run_1/layer_met3.png
(6 px per um)
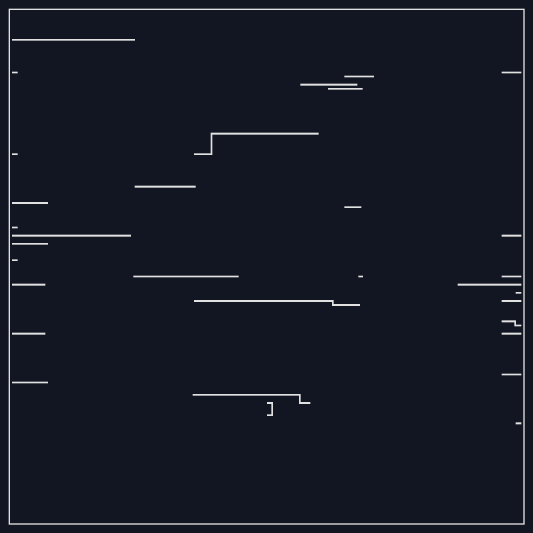
run_1/clk_routes.png
(6 px per um)
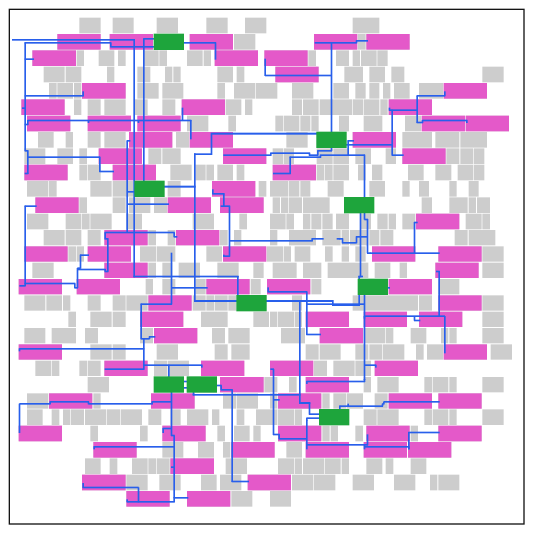
run_1/wires.png
(3 px per um)
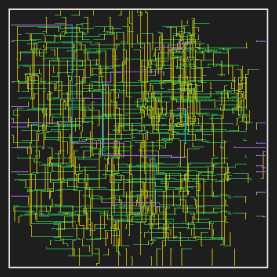
<file path="src/rtl/serdes_pkg.sv">
// Shared types and defaults for the framed serial link (receiver and future transmitter).
// Latency: n/a (types, constants and elaboration-time helpers only).
// Backpressure: n/a.
package serdes_pkg;

  // Frame receiver alignment states.
  typedef enum logic [1:0] {
    HUNT   = 2'd0,
    VERIFY = 2'd1,
    LOCKED = 2'd2
  } state_t;

  // Link defaults shared by both ends of the framed link.
  localparam int                     DEF_WIDTH       = 32;
  localparam logic [DEF_WIDTH-1:0]   DEF_SYNC_WORD   = 32'hA5C3_0F96;
  localparam int                     DEF_FRAME_WORDS = 4;
  localparam int                     DEF_LOCK_COUNT  = 2;
  localparam int                     DEF_LOSS_COUNT  = 3;

  // Width of an index over n positions (0..n-1), never narrower than one bit.
  function automatic int idx_width(input int n);
    return (n > 1) ? $clog2(n) : 1;
  endfunction

  // Width of a counter that must hold the value n itself (0..n).
  function automatic int cnt_width(input int n);
    return (n > 0) ? $clog2(n + 1) : 1;
  endfunction

endpackage

</file>
<file path="src/rtl/des_shift_cmp.sv">
// Serial-in shift register with a combinational sync-word comparator on the next value.
// Latency: match/sr_next are combinational on the current bit; the register updates on enabled edges.
// Backpressure: none; enable low freezes the register.
module des_shift_cmp
  import serdes_pkg::*;
#(
  parameter int               WIDTH     = DEF_WIDTH,
  parameter logic [WIDTH-1:0] SYNC_WORD = DEF_SYNC_WORD
) (
  input  logic             clock,
  input  logic             rst_n,
  input  logic             enable,
  input  logic             din,
  output logic [WIDTH-1:0] sr_next,
  output logic             match
);

  logic [WIDTH-1:0] sr;

  // Next register value: MSB-first, so the newest bit lands in the LSB.
  always_comb begin
    sr_next = {sr[WIDTH-2:0], din};
    match   = (sr_next == SYNC_WORD);
  end

  // Shift one bit per enabled cycle; reset clears all history.
  always_ff @(posedge clock) begin
    if (!rst_n) begin
      sr <= '0;
    end else if (enable) begin
      sr <= sr_next;
    end
  end

endmodule

</file>
<file path="src/rtl/des_frame_sync.sv">
// Framed serial receiver: hunts for a sync word, confirms alignment, delivers data words.
// Latency: a data word is presented one clock after the cycle carrying its LSB.
// Backpressure: none; enable low holds all state and suppresses pulses.
module des_frame_sync
  import serdes_pkg::*;
#(
  parameter int               WIDTH       = DEF_WIDTH,
  parameter logic [WIDTH-1:0] SYNC_WORD   = DEF_SYNC_WORD,
  parameter int               FRAME_WORDS = DEF_FRAME_WORDS,
  parameter int               LOCK_COUNT  = DEF_LOCK_COUNT,
  parameter int               LOSS_COUNT  = DEF_LOSS_COUNT
) (
  input  logic                                clock,
  input  logic                                rst_n,
  input  logic                                enable,
  input  logic                                din,
  output logic [WIDTH-1:0]                    dout,
  output logic                                dout_valid,
  output logic [idx_width(FRAME_WORDS)-1:0]   word_idx,
  output logic                                frame_start,
  output logic                                locked,
  output logic                                sync_err
);

  localparam int IDXW   = idx_width(FRAME_WORDS);
  localparam int BITW   = idx_width(WIDTH);
  localparam int CNTW   = cnt_width(FRAME_WORDS);
  localparam int MATCHW = cnt_width(LOCK_COUNT);
  localparam int MISSW  = cnt_width(LOSS_COUNT);

  localparam logic [BITW-1:0]   BIT_LAST  = BITW'(WIDTH - 1);
  localparam logic [CNTW-1:0]   SYNC_SLOT = CNTW'(FRAME_WORDS);
  localparam logic [MATCHW-1:0] MATCH_ONE = MATCHW'(1);
  localparam logic [MATCHW-1:0] LOCK_MAX  = MATCHW'(LOCK_COUNT);
  localparam logic [MISSW-1:0]  LOSS_MAX  = MISSW'(LOSS_COUNT);

  logic [WIDTH-1:0]  sr_next;
  logic              match;
  state_t            state;
  logic [BITW-1:0]   bit_cnt;
  logic [CNTW-1:0]   word_cnt;
  logic [MATCHW-1:0] match_cnt;
  logic [MISSW-1:0]  miss_cnt;
  logic              slot_done;
  logic              sync_slot;

  des_shift_cmp #(
    .WIDTH     (WIDTH),
    .SYNC_WORD (SYNC_WORD)
  ) u_shift_cmp (
    .clock   (clock),
    .rst_n   (rst_n),
    .enable  (enable),
    .din     (din),
    .sr_next (sr_next),
    .match   (match)
  );

  // Slot boundary decode: last bit of a slot, and whether that slot is the sync position.
  always_comb begin
    slot_done = (bit_cnt == BIT_LAST);
    sync_slot = (word_cnt == SYNC_SLOT);
  end

  // Alignment FSM, slot counters and registered outputs; pulse outputs default low every cycle.
  always_ff @(posedge clock) begin
    if (!rst_n) begin
      state       <= HUNT;
      bit_cnt     <= '0;
      word_cnt    <= '0;
      match_cnt   <= '0;
      miss_cnt    <= '0;
      dout        <= '0;
      dout_valid  <= 1'b0;
      word_idx    <= '0;
      frame_start <= 1'b0;
      locked      <= 1'b0;
      sync_err    <= 1'b0;
    end else begin
      dout_valid  <= 1'b0;
      frame_start <= 1'b0;
      sync_err    <= 1'b0;
      if (enable) begin
        // Slot counting runs whenever alignment is assumed; both counters wrap back
        // to zero at the end of the sync slot, so any exit to HUNT leaves them clean.
        if (state != HUNT) begin
          bit_cnt <= slot_done ? '0 : bit_cnt + 1'b1;
          if (slot_done) begin
            word_cnt <= sync_slot ? '0 : word_cnt + 1'b1;
          end
        end
        case (state)
          HUNT: begin
            // Sliding search: every enabled bit is a candidate sync end.
            if (match) begin
              bit_cnt   <= '0;
              word_cnt  <= '0;
              match_cnt <= MATCH_ONE;
              if (LOCK_COUNT == 1) begin
                state    <= LOCKED;
                locked   <= 1'b1;
                miss_cnt <= '0;
              end else begin
                state <= VERIFY;
              end
            end
          end
          VERIFY: begin
            // Data slots are skipped; only the sync slot votes on the candidate alignment.
            if (slot_done && sync_slot) begin
              if (match) begin
                match_cnt <= match_cnt + 1'b1;
                if (match_cnt + 1'b1 == LOCK_MAX) begin
                  state    <= LOCKED;
                  locked   <= 1'b1;
                  miss_cnt <= '0;
                end
              end else begin
                // Candidate was a false hit; search resumes with the next bit.
                state     <= HUNT;
                match_cnt <= '0;
              end
            end
          end
          LOCKED: begin
            if (slot_done) begin
              if (!sync_slot) begin
                // Data slot: sync-looking data is deliberately not inspected here.
                dout        <= sr_next;
                dout_valid  <= 1'b1;
                word_idx    <= IDXW'(word_cnt);
                frame_start <= (word_cnt == '0);
              end else if (match) begin
                miss_cnt <= '0;
              end else begin
                // Flywheel: tolerate isolated sync misses, drop lock on a run of them.
                sync_err <= 1'b1;
                if (miss_cnt + 1'b1 == LOSS_MAX) begin
                  state     <= HUNT;
                  locked    <= 1'b0;
                  miss_cnt  <= '0;
                  match_cnt <= '0;
                end else begin
                  miss_cnt <= miss_cnt + 1'b1;
                end
              end
            end
          end
          default: begin
            state <= HUNT;
          end
        endcase
      end
    end
  end

endmodule
</file>
<file path="config.mk">
export PLATFORM = sky130hd
export DESIGN_NAME = des_frame_sync
export DESIGN_NICKNAME = d
export VERILOG_FILES = /design/src/rtl/serdes_pkg.sv /design/src/rtl/des_shift_cmp.sv /design/src/rtl/des_frame_sync.sv
export SDC_FILE = /design/constraint.sdc
export NUM_CORES = 1
export LEC_CHECK = 0
export ABC_CLOCK_PERIOD_IN_PS = 3600
export CORE_UTILIZATION = 50
export DETAILED_ROUTE_END_ITERATION = 8
export GPL_TIMING_DRIVEN = 0
export PLACE_DENSITY_LB_ADDON = 0.15
export SYNTH_ARGS = -nofsm -noshare
export SYNTH_HDL_FRONTEND = slang
export SYNTH_HIERARCHICAL = 1
export SYNTH_SLANG_ARGS = --single-unit
export TNS_END_PERCENT = 1
</file>
<file path="constraint.sdc">
create_clock -name clock -period 3.6 [get_ports clock]
set_clock_uncertainty 0.15 [all_clocks]
set_input_delay 0.36 -clock clock [delete_from_list [all_inputs] [get_ports clock]]
set_output_delay 0.36 -clock clock [all_outputs]
set_load 0.1 [all_outputs]
</file>
==> results.toml, run 1 <==
# physical design summary
[final_timing]
fin_tns_setup_ns = 0
slew_headroom_pct = 35.2
whs_ns = 0.197
setup_violations = 0
layout_setup_ws_ns = 0.837
max_freq_mhz = 362

[power]
clkPwrFrac_pct = 41.2
internal_power_mw = 1.27
ir_worst_vdd_uv = 234
p_switching_mw = 0.387
powerClk_mw = 0.682
power_leader = "sequential cells"
p_total_mw = 1.65
p_per_area_mw_per_mm2 = 395
switching_share_pct = 23.4

[yosys]
syn_area_mm2 = 0.00349
syn-num-nets = 381
mux_area_share_pct = 9.46
ys_sh_aoi_pct = 12.5
ys_ff = 83
ys_cells = 372
ys_sh_simple_pct = 23.6
ys_area_mm2 = 0.00349
synth_cells = 372
synthTopCellsByCount = "dfxtp_1, nand2_1, nor2b_1"
edf_count = 0
synthArstFlopShare_pct = 0
xor_share_pct = 0.502
yosys.cell_types.count = 42
yosysMostFrequentCell = "dfxtp_1"
yosysSeqAreaShare_pct = 47.6

[worst_setup_path]
critPathLaunchType = "register"
worstPathRequired_ns = 3.74
crit_path_end_kind = "register"
startpoint = "u_shift_cmp/sr[10]"

[global_route]
grt_pass1_vias = 2375
antenna_found_initial = 0
grt_max_degree = 16
grt_first_pass_wirelength_mm = 11.4

[placed_design]
place_hpwl_mm = 4.76
post-place-cells = 492
placed_area_mm2 = 0.00399

[die]
tap_cells = 80
die.size.x_um = 85.6
design.core.area_mm2 = 0.00676
rows = 30

[cells_and_area]
clkCellAreaFrac_pct = 4.75
regArea_mm2 = 0.00166
buffer_area_share_pct = 13.0
diodes = 0
drive_gt1_share_pct = 8.64
seq_share_pct = 39.7
top_regs = "dout (32), u_shift_cmp/sr (31), bit_cnt (5)"
fillers = 600
logic_gates = 260
fin_cells = 508
largest_reg_flops = 32

[clock_network]
numCtsBuffers = 9
clk_path_buf_depth = 2
holdBufCountCts = 0
cts_tree = "yes"
h-tree-depth = 3

[hold_path]
min_path_type = "in2reg"
worstHoldStart = "enable"

[outcome]
outcome = "complete, no violations"

[route]
drcViolationCount = 0
Back to the opening pictures, layer_met3.png:
share of all routed wire = 3.3%
main direction = horizontal
nets with wire on the layer = 26
longest straight run = 23.0 um
met3 usage: 4.62%
DR vias: 2614
final wirelength: 6.85 mm

Back to the opening pictures, clk_routes.png:
clock wires -> blue  # length 1030 um
clock drivers -> green  # count 9
flip-flops -> magenta  # count 83
routed clock nets = 10
flops lie = widely spread

Back to the opening pictures, wires.png:
metal 2 -> yellow  # wire length 3090 um
metal 4 -> cyan  # wire length 91.1 um
metal 3 -> purple  # wire length 229 um
metal 1 -> green  # wire length 3430 um
wire per inst: 13.5 um
total track usage: 20.2%

==> run 1: per-layer routing <==
metal	routed length (um)	up-vias	track usage [%]	part of all wire, %
met5	0	-	0	0
met4	91	0	8.94	1.3
met3	228	9	4.62	3.3
met2	3090	38	31.0	45
met1	3430	1204	27.2	50
li1	-	1363	-	-
==> run 1: worst max-delay path, stage by stage (launching register included) <==
cell     delay [ns]
dfxtp_1        0.41
nand4_1        0.11
or4_1          0.53
nor4_2         0.58
and2b_1        0.29
nand3_1        0.11
a21oi_1        0.29
mux2i_1        0.22
==> run 1: worst paths after layout <==
path / to / slack [ns] / cells after the start
hold / removal: u_shift_cmp/sr[30] / 0.20 / 3
setup reg to reg: miss_cnt[0] / 0.84 / 7
hold reg to reg: dout[6] / 0.30 / 2
setup / recovery: miss_cnt[0] / 0.84 / 7
run_1/logic_types.png
(3 px per um)
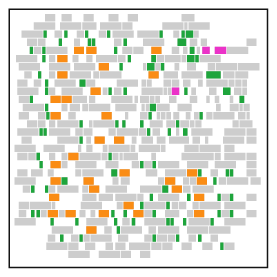

==> run 2, diff against run 1 <==
- ABC_CLOCK_PERIOD_IN_PS: 3600 -> 2900
- clock period: 3.6 -> 2.9 ns (I/O delays scaled with it)
run_2/logic_types.png
(3 px per um)
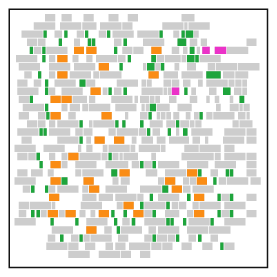
mux cells -> orange  # cells 33
nand cells -> green  # cells 93, where widely spread
non-inverting ao/oa cells -> magenta  # cells 3
final cell count without fillers: 508
combinational share of cell area: 40.0%
most numerous logic cell after layout: dfxtp_1

==> run 2 against run 1 <==
Worst hold slack worse by 0.070 ns; critical path type unchanged; sequential power grew 24%; core utilization grew 0.13 points; clock-buffer cell count unchanged; highest routed layer unchanged; first-iteration DRC count decreased by 3.0%; combinational power increased by 24%; setup slack got worse by 0.49 ns.
==> results.toml, run 2 <==
# physical design summary
[worst_setup_path]
cp_top_family = "simple AND/OR/NAND/NOR gates"
r2r_slack_ns = 0.35
worst-path-stages = 7
slowest_stage = "or4_1"
reg2reg_to = "miss_cnt[0]"
cp.buffers_inverters = 0
critPathMaxFanout = 7
crit_type = "reg2reg"
r2r_start = "u_shift_cmp/sr[10]"
slowest_delay_ns = 0.55
startpoint = "u_shift_cmp/sr[10]"
cp-endpoint = "miss_cnt[0]"
crit_path_end_kind = "register"
critPathLaunchType = "register"
worstPathRequired_ns = 3.04
arrival_ns = 2.69
worst-r2r-cell-count = 7
path_cells = "nand4_1 -> or4_1 -> nor4_4 -> and2b_1 -> nand3_1 -> a21oi_1 -> mux2i_1"

[global_route]
grt_pass1_vias = 2375
groute.usage.overall_pct = 20.2
grt_first_pass_wirelength_mm = 11.4
use_met2_pct = 31.0
grt_max_degree = 16
antenna_found_initial = 0
gr-max-usage-layer = "met2"
use_met3_pct = 4.62
use_met1_pct = 27.2

[hold_path]
min_path_type = "in2reg"
hold_path_depth = 3
worstHoldStart = "enable"
min_to = "u_shift_cmp/sr[30]"

[route]
met2WireLength_mm = 3.09
topRoutingLayerUsed = "met4"
ant_nets = 0
route.detailed.wl_per_inst_um = 13.4
totalWireLength_mm = 6.83
met3_wirelength_um = 268
drt_iter0_drc = 96
drcViolationCount = 0
met1_length_mm = 3.39
vias = 2616

[power]
leakagePower_nw = 1.53
p_per_area_mw_per_mm2 = 489
ir_worst_vdd_uv = 291
p_total_mw = 2.05

[final_timing]
slew_headroom_pct = 35.2
hold_violations = 0
drv_slew = 0
rsz0062_at_grt = "false"
post-route-period-util_pct = 88.0
layout_setup_ws_ns = 0.347
whs_ns = 0.127
max_freq_mhz = 392
fin_tns_setup_ns = 0
setup_violations = 0

[placed_design]
placed_area_mm2 = 0.00399
post-place-ws_ns = -0.0950
post-place-cells = 492
place_hpwl_mm = 4.76

[die]
die.size.x_um = 85.6
design.core.area_mm2 = 0.00676
rows = 30
chipArea_mm2 = 0.00732
io_pins = 42

[clock_network]
worstSkewPairLatency_ns = 0.36
numCtsBuffers = 9
clk_path_buf_depth = 2
holdBufCountCts = 0
cts_tree = "yes"
cts_resized = 0
cts.clk_slew.worst_paths_ns = 0.09
h-tree-depth = 3
clock_sinks = 83

[cells_and_area]
regArea_mm2 = 0.00166
largest_reg_flops = 32
syn_to_final_growth_pct = 20.3
fin_nets = 432
diodes = 0
top_regs = "dout (32), u_shift_cmp/sr (31), bit_cnt (5)"
fillers = 599
drive_gt1_share_pct = 8.64
logic_area_mm2 = 0.00168

[yosys]
ys_cells = 372
largest_area_cell = "dfxtp_1"
synth_cells = 372
yosysSeqAreaShare_pct = 47.6
ys_area_mm2 = 0.00349
syn-num-nets = 381
xor_share_pct = 0.502
avgSynthCellArea_um2 = 9.38
yosys-top-cells-area = "dfxtp_1, mux2i_1, nand2_1"
yosys.cell_types.count = 42
ys_ff = 83
synthArstFlopShare_pct = 0
ys_sh_simple_pct = 23.6
yosysMostFrequentCell = "dfxtp_1"
top_area_share_pct = 47.6
edf_count = 0
ys_sh_aoi_pct = 12.5
mux_area_share_pct = 9.46
synthTopCellsByCount = "dfxtp_1, nand2_1, nor2b_1"
syn_area_mm2 = 0.00349
ys_sh_adder_pct = 1.79

[flow_run]
cap_violations = 0

[outcome]
outcome = "complete, no violations"
run 2: area by class of cell:
| type | count | share of cell area (%) |
|---|---|---|
| flip-flops and latches | 83 | 39.6 |
| inverters | 4 | 0.358 |
| repair buffers | 40 | 9.54 |
| clock buffers | 9 | 2.95 |
| plain buffers | 25 | 3.43 |
| well taps | 80 | 2.38 |
| clock inverters | 7 | 1.79 |
| multi-input cells | 260 | 40.0 |
run 2: worst reg2reg max path, stage by stage, from the launching register on:
cell	delay (ns)
dfxtp_1	0.41
nand4_1	0.11
or4_1	0.55
nor4_4	0.38
and2b_1	0.26
nand3_1	0.11
a21oi_1	0.29
mux2i_1	0.23
run 2: power breakdown:
group	switching (mW)	internal, mW	total (mW)
clock network	0.444	0.402	0.846
logic	0.0343	0.0314	0.0657
registers	0.00169	1.14	1.14
total	0.480	1.57	2.05
Power is estimated from default activity; no workload was simulated.
